--- config.mk ---
export PLATFORM = sky130hd
export DESIGN_NAME = clk_mode_ctrl
export DESIGN_NICKNAME = d
export VERILOG_FILES = /design/src/rtl/clk_mode_ctrl.sv
export SDC_FILE = /design/constraint.sdc
export NUM_CORES = 1
export LEC_CHECK = 0
export CAP_MARGIN = 10
export CORE_ASPECT_RATIO = 0.9
export CORE_MARGIN = 4
export CORE_UTILIZATION = 34
export DETAILED_ROUTE_END_ITERATION = 12
export GPL_TIMING_DRIVEN = 0
export PLACE_DENSITY = 0.5
export SLEW_MARGIN = 20
export SYNTH_ARGS = -nofsm -noshare
export SYNTH_HDL_FRONTEND = slang
export SYNTH_SLANG_ARGS = --single-unit
--- constraint.sdc ---
create_clock -name clk_in -period 4.8 [get_ports clk_in]
set_input_delay 1.2 -clock clk_in [delete_from_list [all_inputs] [get_ports clk_in]]
set_output_delay 1.2 -clock clk_in [all_outputs]
set_load 0.005 [all_outputs]
--- src/rtl/clk_mode_ctrl.sv ---
// clk_mode_ctrl
//   Sequences a glitch-free mode change on a downstream clock generator.
//   A request runs:
//   1. hold the generator in reset (QUIESCE),
//   2. change its mode select while it is still in reset (SWITCH),
//   3. release reset and wait for the output to settle (SETTLE),
//   4. report lock (LOCKED).
//   Leaving reset runs the same sequence to mode 2'b00.
//
// Parameters
//   RST_CYCLES    cycles div_rst is held before en changes (1..255)
//   SETTLE_CYCLES cycles after div_rst release before locked (1..255)
//   ALLOW_MUL2    1: mode 2'b11 accepted, 0: mode 2'b11 rejected with err
//
// Ports
//   clk_in     in   single clock
//   rst        in   asynchronous active-high reset
//   req_valid  in   mode change request
//   req_mode   in   requested mode (00 div2, 01 div5, 10 div2.5, 11 mul2)
//   req_ready  out  request can be accepted (LOCKED only)
//   en         out  mode select to the clock generator
//   div_rst    out  reset to the clock generator
//   locked     out  downstream clock stable in mode en
//   done       out  one-cycle pulse when a request completes
//   err        out  one-cycle pulse when an illegal request is rejected
//
// All outputs are registered.
module clk_mode_ctrl #(
  parameter int RST_CYCLES    = 2,
  parameter int SETTLE_CYCLES = 10,
  parameter bit ALLOW_MUL2    = 1'b0
) (
  input  logic       clk_in,
  input  logic       rst,
  input  logic       req_valid,
  input  logic [1:0] req_mode,
  output logic       req_ready,
  output logic [1:0] en,
  output logic       div_rst,
  output logic       locked,
  output logic       done,
  output logic       err
);

  typedef enum logic [1:0] {
    QUIESCE = 2'd0,
    SWITCH  = 2'd1,
    SETTLE  = 2'd2,
    LOCKED  = 2'd3
  } state_t;

  localparam logic [7:0] RST_LOAD    = 8'(RST_CYCLES);
  localparam logic [7:0] SETTLE_LOAD = 8'(SETTLE_CYCLES);

  state_t     state, state_nxt;
  logic [7:0] cnt, cnt_nxt;
  logic [1:0] pend, pend_nxt;
  // Set while a user request is in flight, so the sequence that runs
  // after reset ends without a done pulse.
  logic       active, active_nxt;

  logic [1:0] en_nxt;
  logic       div_rst_nxt, locked_nxt, ready_nxt, done_nxt, err_nxt;
  logic       mode_legal;

  assign mode_legal = !((req_mode == 2'b11) && !ALLOW_MUL2);

  always_ff @(posedge clk_in or posedge rst) begin
    if (rst) begin
      state     <= QUIESCE;
      cnt       <= RST_LOAD;
      pend      <= 2'b00;
      active    <= 1'b0;
      en        <= 2'b00;
      div_rst   <= 1'b1;
      locked    <= 1'b0;
      req_ready <= 1'b0;
      done      <= 1'b0;
      err       <= 1'b0;
    end else begin
      state     <= state_nxt;
      cnt       <= cnt_nxt;
      pend      <= pend_nxt;
      active    <= active_nxt;
      en        <= en_nxt;
      div_rst   <= div_rst_nxt;
      locked    <= locked_nxt;
      req_ready <= ready_nxt;
      done      <= done_nxt;
      err       <= err_nxt;
    end
  end

  always_comb begin
    state_nxt   = state;
    cnt_nxt     = cnt;
    pend_nxt    = pend;
    active_nxt  = active;
    en_nxt      = en;
    div_rst_nxt = div_rst;
    locked_nxt  = locked;
    ready_nxt   = req_ready;
    done_nxt    = 1'b0;
    err_nxt     = 1'b0;

    case (state)
      QUIESCE: begin
        // The counter is loaded on entry, so checking for 1 gives exactly
        // RST_CYCLES cycles here. en moves only while div_rst is still high.
        if (cnt <= 8'd1) begin
          state_nxt = SWITCH;
          en_nxt    = pend;
        end else begin
          cnt_nxt = cnt - 8'd1;
        end
      end

      SWITCH: begin
        state_nxt   = SETTLE;
        cnt_nxt     = SETTLE_LOAD;
        div_rst_nxt = 1'b0;
      end

      SETTLE: begin
        if (cnt <= 8'd1) begin
          state_nxt  = LOCKED;
          locked_nxt = 1'b1;
          ready_nxt  = 1'b1;
          done_nxt   = active;
          active_nxt = 1'b0;
        end else begin
          cnt_nxt = cnt - 8'd1;
        end
      end

      LOCKED: begin
        if (req_valid && req_ready) begin
          if (!mode_legal) begin
            err_nxt = 1'b1;
          end else if (req_mode == en) begin
            done_nxt = 1'b1;
          end else begin
            state_nxt   = QUIESCE;
            cnt_nxt     = RST_LOAD;
            pend_nxt    = req_mode;
            active_nxt  = 1'b1;
            div_rst_nxt = 1'b1;
            locked_nxt  = 1'b0;
            ready_nxt   = 1'b0;
          end
        end
      end

      default: state_nxt = QUIESCE;
    endcase
  end

endmodule

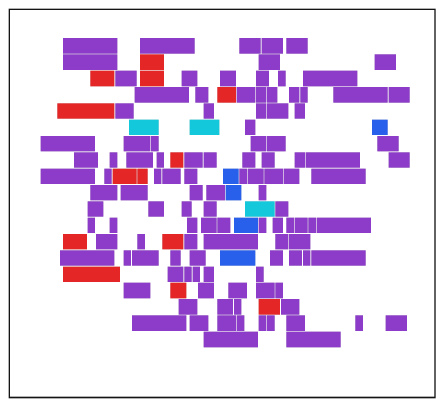
(images/drive_strength.png)
Drawn at 6 px/um.
legend:
  drive 2:
    colour: red
    cells: 13
    share: 9.4%
  drive 3 to 4:
    colour: blue
    cells: 5
    share: 3.6%
  drive 1 or less:
    colour: purple
    cells: 117
    share: 85%
  drive 6 and up:
    colour: cyan
    cells: 3
    share: 2.2%

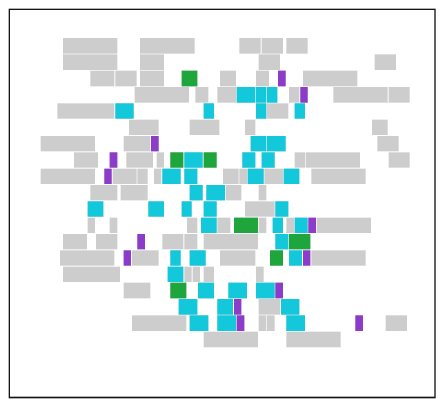
(images/gate_families.png)
Drawn at 6 px/um.
legend:
  inverters:
    colour: purple
    cells: 13
  AND and OR gates:
    colour: green
    cells: 7
  inverting AOI/OAI gates:
    colour: cyan
    cells: 40

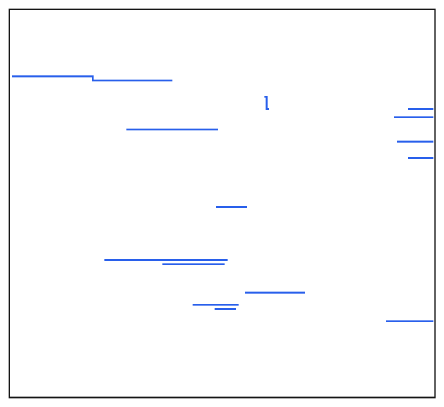
(images/met3.png)
Drawn at 6 px/um.
main direction: horizontal
share of all routed wire: 4.5%
nets with wire on the layer: 13

==> summary.txt <==
The run has ended; figures from its reports follow.

The flow ran to the end, and the final reports show no timing, DRC or antenna violations. The clock tree from TritonCTS is done. Along the worst hold path, the cell count comes to 1. Wires add up to 2810 um. The final weighted congestion in routability-driven placement came out at 0.815. Sequential cells were found to cover 39.7% of the synthesized design area. The fraction of post-synthesis cell area in the top cell type by area is 35.3%. The buffer depth of the longest clock path came out at 2. The average cell area after synthesis is 9.79 sq um. The cell family contributing the most delay on the critical path is buffers and inverters. The number of setup buffers added after CTS is 0. The startpoint of the worst hold path is div_rst$_DFFE_PP1P_. The warning total across the stage logs is 30. Between clock sinks in the finished design, the worst skew comes to 0.00453 ns. The clock latency reported for the late side of the worst-skew pair came out at 0.25 ns. After clock tree synthesis, the flow added hold-fix buffers numbering 0.

The starting utilization of the core area is 35.4%. CTS built an H-tree with a depth of 1. Leaving out fill and tap cells, the most frequent cell in the layout is sky130_fd_sc_hd__dfrtp_1. The post-route minimum period is 2.84 ns. Once the clock tree was built, the resizer swapped 0 gates to a different size. The number of routed nets with antenna violations came out at 0.

The met1 wire length came out at 1440 um. The OpenROAD report gives the critical path a data arrival time of 2.98 ns. In this run the worst hold path is classified as flip-flop to flip-flop. Measured along the y axis, the die boundary spans 64.4 um. Per the synthesis report, the AND-OR/OR-AND share of the synthesized area is 25.3%.

The net count of the mapped netlist is 134. In this build the clock could be raised as far as 0.352 GHz. Yosys reports the multiplexer fraction of the synthesized area as 6.44%. The async set or reset register ratio after synthesis came out at 100%. The detailed router reports a met3 wire length of 127 um.

The met2 layer wire length in the routed design is 1230 um. The post-route setup TNS is 0 ns. The total half-perimeter wirelength after legalization and detailed placement is 2060 um.

The most used flip-flop cell after synthesis is sky130_fd_sc_hd__dfrtp_1. The worst hold path terminates at div_rst$_DFFE_PP1P_. The synthesized chip area reported by yosys came out at 0.00120 sq mm. The clock net in this run drives a total of 19 sinks.

For reference, the top logic cell family by area is AND-OR/OR-AND gates. According to the floorplan report, the placeable core area is 0.00340 sq mm. The count of fill cells added during filler insertion is 360. The main area contributors are sky130_fd_sc_hd__dfrtp_1, sky130_fd_sc_hd__ha_1, sky130_fd_sc_hd__mux2_2, sky130_fd_sc_hd__dfstp_2, sky130_fd_sc_hd__inv_1.

Per the synthesis report, the dominant area consumer among library cells is sky130_fd_sc_hd__dfrtp_1. The post-synthesis adder-cell area fraction came out at 6.24%. The final routed wire length divided by cell count is 15.4 um.

The final timing report counts setup violations totalling 0. The final tally of max-slew violations is 0. The startpoint identified for the worst register-to-register timing path is state[0]$_DFFE_PP0P_. The flip-flop and latch count after synthesis came out at 19.
-- worst max path at each step --
stage | start | endpoint | slack (ns) | depth (start not counted)
2_1_floorplan | req_mode[0] | state[1]$_DFFE_PP0P_ | 2.48 | 5
3_3_place_gp | req_mode[0] | state[1]$_DFFE_PP0P_ | 1.74 | 6
3_5_place_dp | req_mode[0] | state[1]$_DFFE_PP0P_ | 1.70 | 6
4_1_cts | req_mode[0] | state[1]$_DFFE_PP0P_ | 1.97 | 6
5_1_grt | req_mode[1] | state[1]$_DFFE_PP0P_ | 1.87 | 6
6_report | req_mode[0] | state[1]$_DFFE_PP0P_ | 1.96 | 6
-- power breakdown --
group          switching (uW)  total [uW]  internal, uW
combinational            10.1        16.2          6.05
sequential                  0         160           160
clock                    51.8         111          59.0
total                    61.9         287           225
-- final cells by class --
| class | instances | area (sq um) | share of cell area [%] |
|---|---|---|---|
| multi-input combinational | 86 | 646 | 45.7 |
| inverter | 13 | 48.8 | 3.45 |
| sequential | 19 | 478 | 33.8 |
| timing repair buffer | 11 | 110 | 7.79 |
| buffer | 5 | 31.3 | 2.21 |
| clock buffer | 4 | 45.0 | 3.19 |
| tap | 44 | 55.1 | 3.89 |
-- stage by stage --
step	total power, uW	util (%)	cell area, sq um	setup slack, ns	std cells
floorplan	172	-	1200	2.48	123
global placement	179	40.2	1370	1.74	178
detailed placement	179	40.2	1370	1.70	178
CTS	295	41.5	1410	1.97	182
global route	300	41.5	1410	1.87	182
finish	287	41.5	1410	1.96	182
-- layer usage --
| metal | GRT usage [%] | up-vias |
|---|---|---|
| met5 | 0 | - |
| li1 | - | 497 |
| met3 | 3.26 | 2 |
| met2 | 19.4 | 22 |
| met4 | 2.11 | 0 |
| met1 | 18.2 | 504 |
Power figures rest on the tool's default switching activity, not on a simulated workload.
